`src/rtl/tdm_frame_demux.sv`:
```
// tdm_frame_demux
// Rebuilds a coherent per-channel frame from a round-robin TDM sample stream.
// Channel 0 of every frame is marked by a start-of-frame strobe. The block
// locks on the first marker and realigns on any marker that shows up away
// from slot 0. Every realignment is counted in a saturating error counter.
// All outputs are registered: a beat sampled on a rising edge affects the
// outputs right after that same edge.

module tdm_frame_demux #(
  parameter int DATA_WIDTH   = 16,
  parameter int NUM_CHANNELS = 2,
  parameter int ERR_WIDTH    = 8
) (
  input  logic                                   clk,
  input  logic                                   rst,
  input  logic [DATA_WIDTH-1:0]                  din,
  input  logic                                   din_valid,
  input  logic                                   sof,
  output logic [NUM_CHANNELS-1:0][DATA_WIDTH-1:0] dout,
  output logic                                   frame_valid,
  output logic                                   locked,
  output logic                                   sync_err,
  output logic [ERR_WIDTH-1:0]                   err_count
);

  localparam int CNT_W = (NUM_CHANNELS > 2) ? $clog2(NUM_CHANNELS) : 1;
  localparam logic [CNT_W-1:0] LAST_SLOT = CNT_W'(NUM_CHANNELS - 1);

  typedef enum logic {
    UNLOCKED = 1'b0,
    LOCKED   = 1'b1
  } state_t;

  state_t                              r_state;
  state_t                              w_nextState;
  logic [CNT_W-1:0]                    r_slotCnt;
  logic [DATA_WIDTH-1:0]               r_stage [0:NUM_CHANNELS-2];
  logic [NUM_CHANNELS-1:0][DATA_WIDTH-1:0] r_dout;
  logic                                r_frameValid;
  logic                                r_syncErr;
  logic [ERR_WIDTH-1:0]                r_errCount;

  // Decoded actions for the current beat.
  logic                                w_start;
  logic                                w_store;
  logic                                w_complete;
  logic                                w_err;

  // State register: stays LOCKED once the first marker has been seen.
  always_ff @(posedge clk or negedge rst) begin
    if (!rst) begin
      r_state <= UNLOCKED;
    end else begin
      r_state <= w_nextState;
    end
  end

  // Next state and beat classification: frame start, mid-frame store,
  // frame completion, or a marker that arrived away from slot 0.
  always_comb begin
    w_nextState = r_state;
    w_start     = 1'b0;
    w_store     = 1'b0;
    w_complete  = 1'b0;
    w_err       = 1'b0;
    case (r_state)
      UNLOCKED: begin
        if (din_valid && sof) begin
          w_nextState = LOCKED;
          w_start     = 1'b1;
        end
      end
      LOCKED: begin
        if (din_valid) begin
          if (sof) begin
            w_start = 1'b1;
            w_err   = (r_slotCnt != '0);
          end else if (r_slotCnt == LAST_SLOT) begin
            w_complete = 1'b1;
          end else begin
            w_store = 1'b1;
          end
        end
      end
      default: begin
        w_nextState = UNLOCKED;
      end
    endcase
  end

  // Slot counter: a marker always restarts at slot 1, completion wraps to 0,
  // a stall (din_valid low) leaves it untouched.
  always_ff @(posedge clk or negedge rst) begin
    if (!rst) begin
      r_slotCnt <= '0;
    end else if (w_start) begin
      r_slotCnt <= CNT_W'(1);
    end else if (w_complete) begin
      r_slotCnt <= '0;
    end else if (w_store) begin
      r_slotCnt <= r_slotCnt + CNT_W'(1);
    end
  end

  // Staging registers for every slot but the last; the last slot is taken
  // straight from din when the frame completes.
  always_ff @(posedge clk or negedge rst) begin
    if (!rst) begin
      for (int i = 0; i < NUM_CHANNELS - 1; i++) begin
        r_stage[i] <= '0;
      end
    end else begin
      for (int i = 0; i < NUM_CHANNELS - 1; i++) begin
        if ((w_start && (i == 0)) || (w_store && (r_slotCnt == CNT_W'(i)))) begin
          r_stage[i] <= din;
        end
      end
    end
  end

  // Output frame: all channels load together so a reader never sees a mix
  // of two frames; frame_valid marks the single cycle of that load.
  always_ff @(posedge clk or negedge rst) begin
    if (!rst) begin
      r_dout       <= '0;
      r_frameValid <= 1'b0;
    end else begin
      r_frameValid <= w_complete;
      if (w_complete) begin
        for (int i = 0; i < NUM_CHANNELS - 1; i++) begin
          r_dout[i] <= r_stage[i];
        end
        r_dout[NUM_CHANNELS-1] <= din;
      end
    end
  end

  // Misalignment pulse and saturating error counter.
  always_ff @(posedge clk or negedge rst) begin
    if (!rst) begin
      r_syncErr  <= 1'b0;
      r_errCount <= '0;
    end else begin
      r_syncErr <= w_err;
      if (w_err && (r_errCount != '1)) begin
        r_errCount <= r_errCount + ERR_WIDTH'(1);
      end
    end
  end

  assign dout        = r_dout;
  assign frame_valid = r_frameValid;
  assign locked      = (r_state == LOCKED);
  assign sync_err    = r_syncErr;
  assign err_count   = r_errCount;

endmodule

```
`config.mk`:
```
export PLATFORM = sky130hd
export DESIGN_NAME = tdm_frame_demux
export DESIGN_NICKNAME = d
export VERILOG_FILES = /design/src/rtl/tdm_frame_demux.sv
export SDC_FILE = /design/constraint.sdc
export NUM_CORES = 1
export LEC_CHECK = 0
export ABC_AREA = 1
export CAP_MARGIN = 25
export CORE_ASPECT_RATIO = 0.7
export CORE_MARGIN = 2
export CORE_UTILIZATION = 52
export DETAILED_ROUTE_END_ITERATION = 10
export PLACE_DENSITY = 0.85
export SLEW_MARGIN = 30
export SYNTH_ARGS = -nofsm -noshare
export SYNTH_HDL_FRONTEND = slang
export SYNTH_SLANG_ARGS = --single-unit
```
`constraint.sdc`:
```
create_clock -name clk -period 2.95 [get_ports clk]
set_input_delay 0.4425 -clock clk [delete_from_list [all_inputs] [get_ports clk]]
set_output_delay 0.4425 -clock clk [all_outputs]
set_load 0.03 [all_outputs]
```
==> run notes <==
yosys + openroad results -> Max Cap Viol=0, Yosys warning total=0, post-CTS sizing=0, Yosys cell types=19, worst-case hold slack=0.107 ns, largest net degree at the start of global routing=49, initial antenna violation count=0, die area=5200 µm², CP max FO=6, CTS Hold Bufs=0, post-DP HPWL=3300 µm, Worst R2R Start=locked, Nets=354, vias in the first global route=1764, Setup Crit Path Kind=register to primary output, yosys cell count=266, IO buf count=62, worst reg2reg path depth=4, Final Worst Setup Slack=1.02 ns, MUX share of area=0%, Crit path arrival time=1.49 ns, critical-path cell list=clkdlybuf4s50_1, Synth Net Count=287, yosys stat area=2410 µm², H-Tree Level Count=3, ratio of cells with drive above 1 in the final layout=7.72%, tool warning count=26, final slew viol count=0, CTS tree=yes, n_diodes=0, max_slew headroom=42.6%, Final Hold Violating Endpoints=0, CTS sink count=60, critical path endpoint category=primary output, min cycle time layout=1.93 ns, Post-synth regs=60, DR pass1 iterations=4, placed cell areas=3060 µm², power per cell area=857 nW/µm², DRC viols=0, fin cells=392, slowest cell delay on critical path=0.71 ns, slowest stage cell, crit path=clkdlybuf4s50_1, Final setup viols=0, Top cells excl fill/tap=117 x nand2_1, 61 x clkdlybuf4s50_1, 60 x dfrtp_1, 29 x o21ai_0, 26 x inv_1, pin slew with the least headroom to its limit=0.859 ns, clock root cell=clkbuf_8, GRT Total Usage=21.4%, CP startpoint kind=register, part of the cycle the worst path needs=65.3%, IO Pins=63, WP buf/inv=1, GR peak layer=met2, # placed instances=377, area delta synth->final=33.9%, first-pass GRT wire length=8250 µm, TNS Setup=0 ns, DR WL/cell=12.7 µm, vias per cell=4.82, CP Launch Point=err_count[3], met2 GRT Util=31.4%, clock slew at reported path FFs=0.06 ns, DR iter-0 viols=96, XOR-XNOR Cells, Area Fraction=1.09%, yosys simple share=21.5%, status=finished clean, Final Total Pwr=2.77 mW, R2R Setup Slk=1.44 ns, Synth logic family=simple AND/OR/NAND/NOR gates, CTS buffer count=9, design area=3230 µm², GR Layer Usage met3=8.30%, synthesized area per cell=9.05 µm², Routed Antenna Nets=0, reg-to-reg endpoint=dout[1], Die Wd=85.3 µm, Post-CTS Repair Setup Buffers=0, Final GP Congestion=0.821, Adders+Majority by Area=0.519%, Crit path required time=2.51 ns, row cnt=20
[routing by layer]
| metal | routed length (µm) | share of wire, % | vias up |
|---|---|---|---|
| li1 | - | - | 944 |
| met1 | 2360 | 48 | 877 |
| met2 | 2240 | 45 | 64 |
| met3 | 331 | 6.7 | 4 |
| met4 | 29 | 0.58 | 0 |
| met5 | 0 | 0 | - |
[cell type report]
| class | instances | area [µm²] | area share, % |
|---|---|---|---|
| repair buffers | 65 | 638 | 19.8 |
| flip-flops and latches | 60 | 1500 | 46.5 |
| clock buffers | 13 | 159 | 4.93 |
| clock inverters | 2 | 10.0 | 0.310 |
| inverters | 28 | 105 | 3.26 |
| well taps | 55 | 68.8 | 2.13 |
| multi-input cells | 169 | 743 | 23.0 |
[synth_stat cells]
master,n,area [µm²]
xor2_1,2,17.5
nor3_4,1,16.3
inv_1,26,97.6
o21ai_0,29,145
inv_2,2,7.51
o21bai_1,1,7.51
or2_2,1,6.26
buf_6,3,33.8
o21ai_2,4,35.0
nand2_2,1,6.26
nand4_1,1,6.26
ha_1,1,12.5
dfrtp_1,60,1500
nand3_1,4,20.0
nor2_1,6,22.5
buf_2,2,10.0
nand2_1,117,439
clkbuf_1,4,15.0
xnor2_1,1,8.76
[worst max path at each step]
stage / to / depth (start not counted)
floorplan: dout[26] / 7
global placement: r_slotCnt / 4
detailed placement: r_stage[0] / 4
CTS: err_count[3] / 1
global route: err_count[3] / 1
finish: err_count[3] / 1
[power breakdown]
part	internal, mW	switching (mW)
Sequential	1.03	0.129
Clock	0.344	0.288
Combinational	0.391	0.586
Total	1.76	1.00
[registers in the layout, summed over array words and instances (netlist names)]
signal / cells
r_slotCnt: 1
err_count: 8
locked: 1
dout: 32
sync_err: 1
r_stage: 16
frame_valid: 1
util_map.png
The die is cut into 9 by 6 equal tiles; white is low, dark blue is high, 0 to 100% covered.
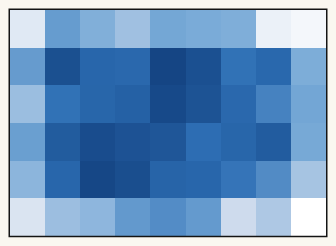
densest ninth of the die	middle
emptiest ninth of the die	bottom right
mean over tiles	61%
tiles over 75% full	43%
fullest tile	92%
nearly empty tiles	1.9%
core area: 4400 µm²
core utilization before placement: 54.7%
Final Core Density: 73.2%

clock_wires.png
The bar under the picture is 20 µm long.
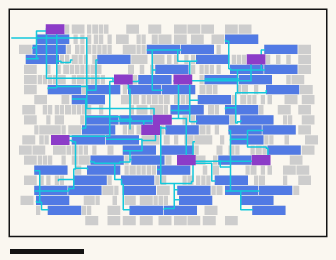
[blue] flip-flops | count: 60
[purple] clock-net drivers | count: 9
[cyan] clock wires | length: 677 µm
flops lie	all over the die
routed clock nets	10
clk_lat worst skew: 0.33 ns
Layout Skew: 0.00463 ns
Clk pwr share: 22.8%

m3.png
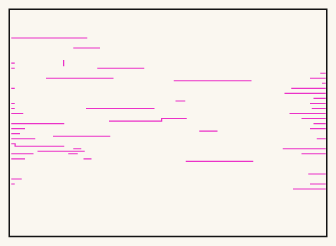
main direction	horizontal
share of all routed wire	6.7%
longest straight run	20.7 µm
wire length on this layer	332 µm
DRT Wirelength: 4960 µm
vias: 1889

placed.png
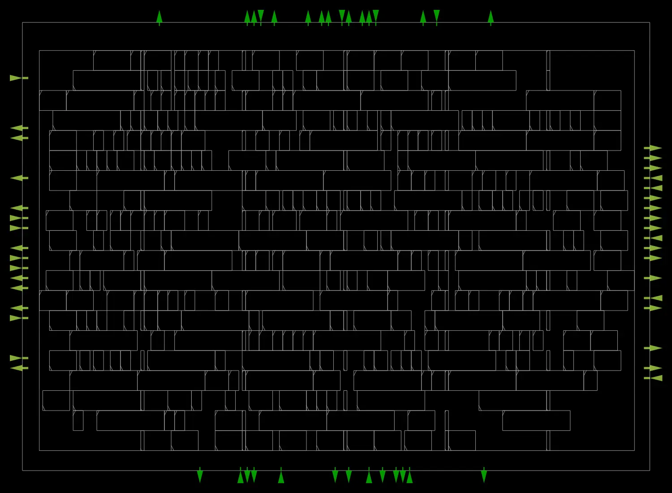
# Taps: 55
Fillers: 316

Power is estimated from default activity; no workload was simulated.
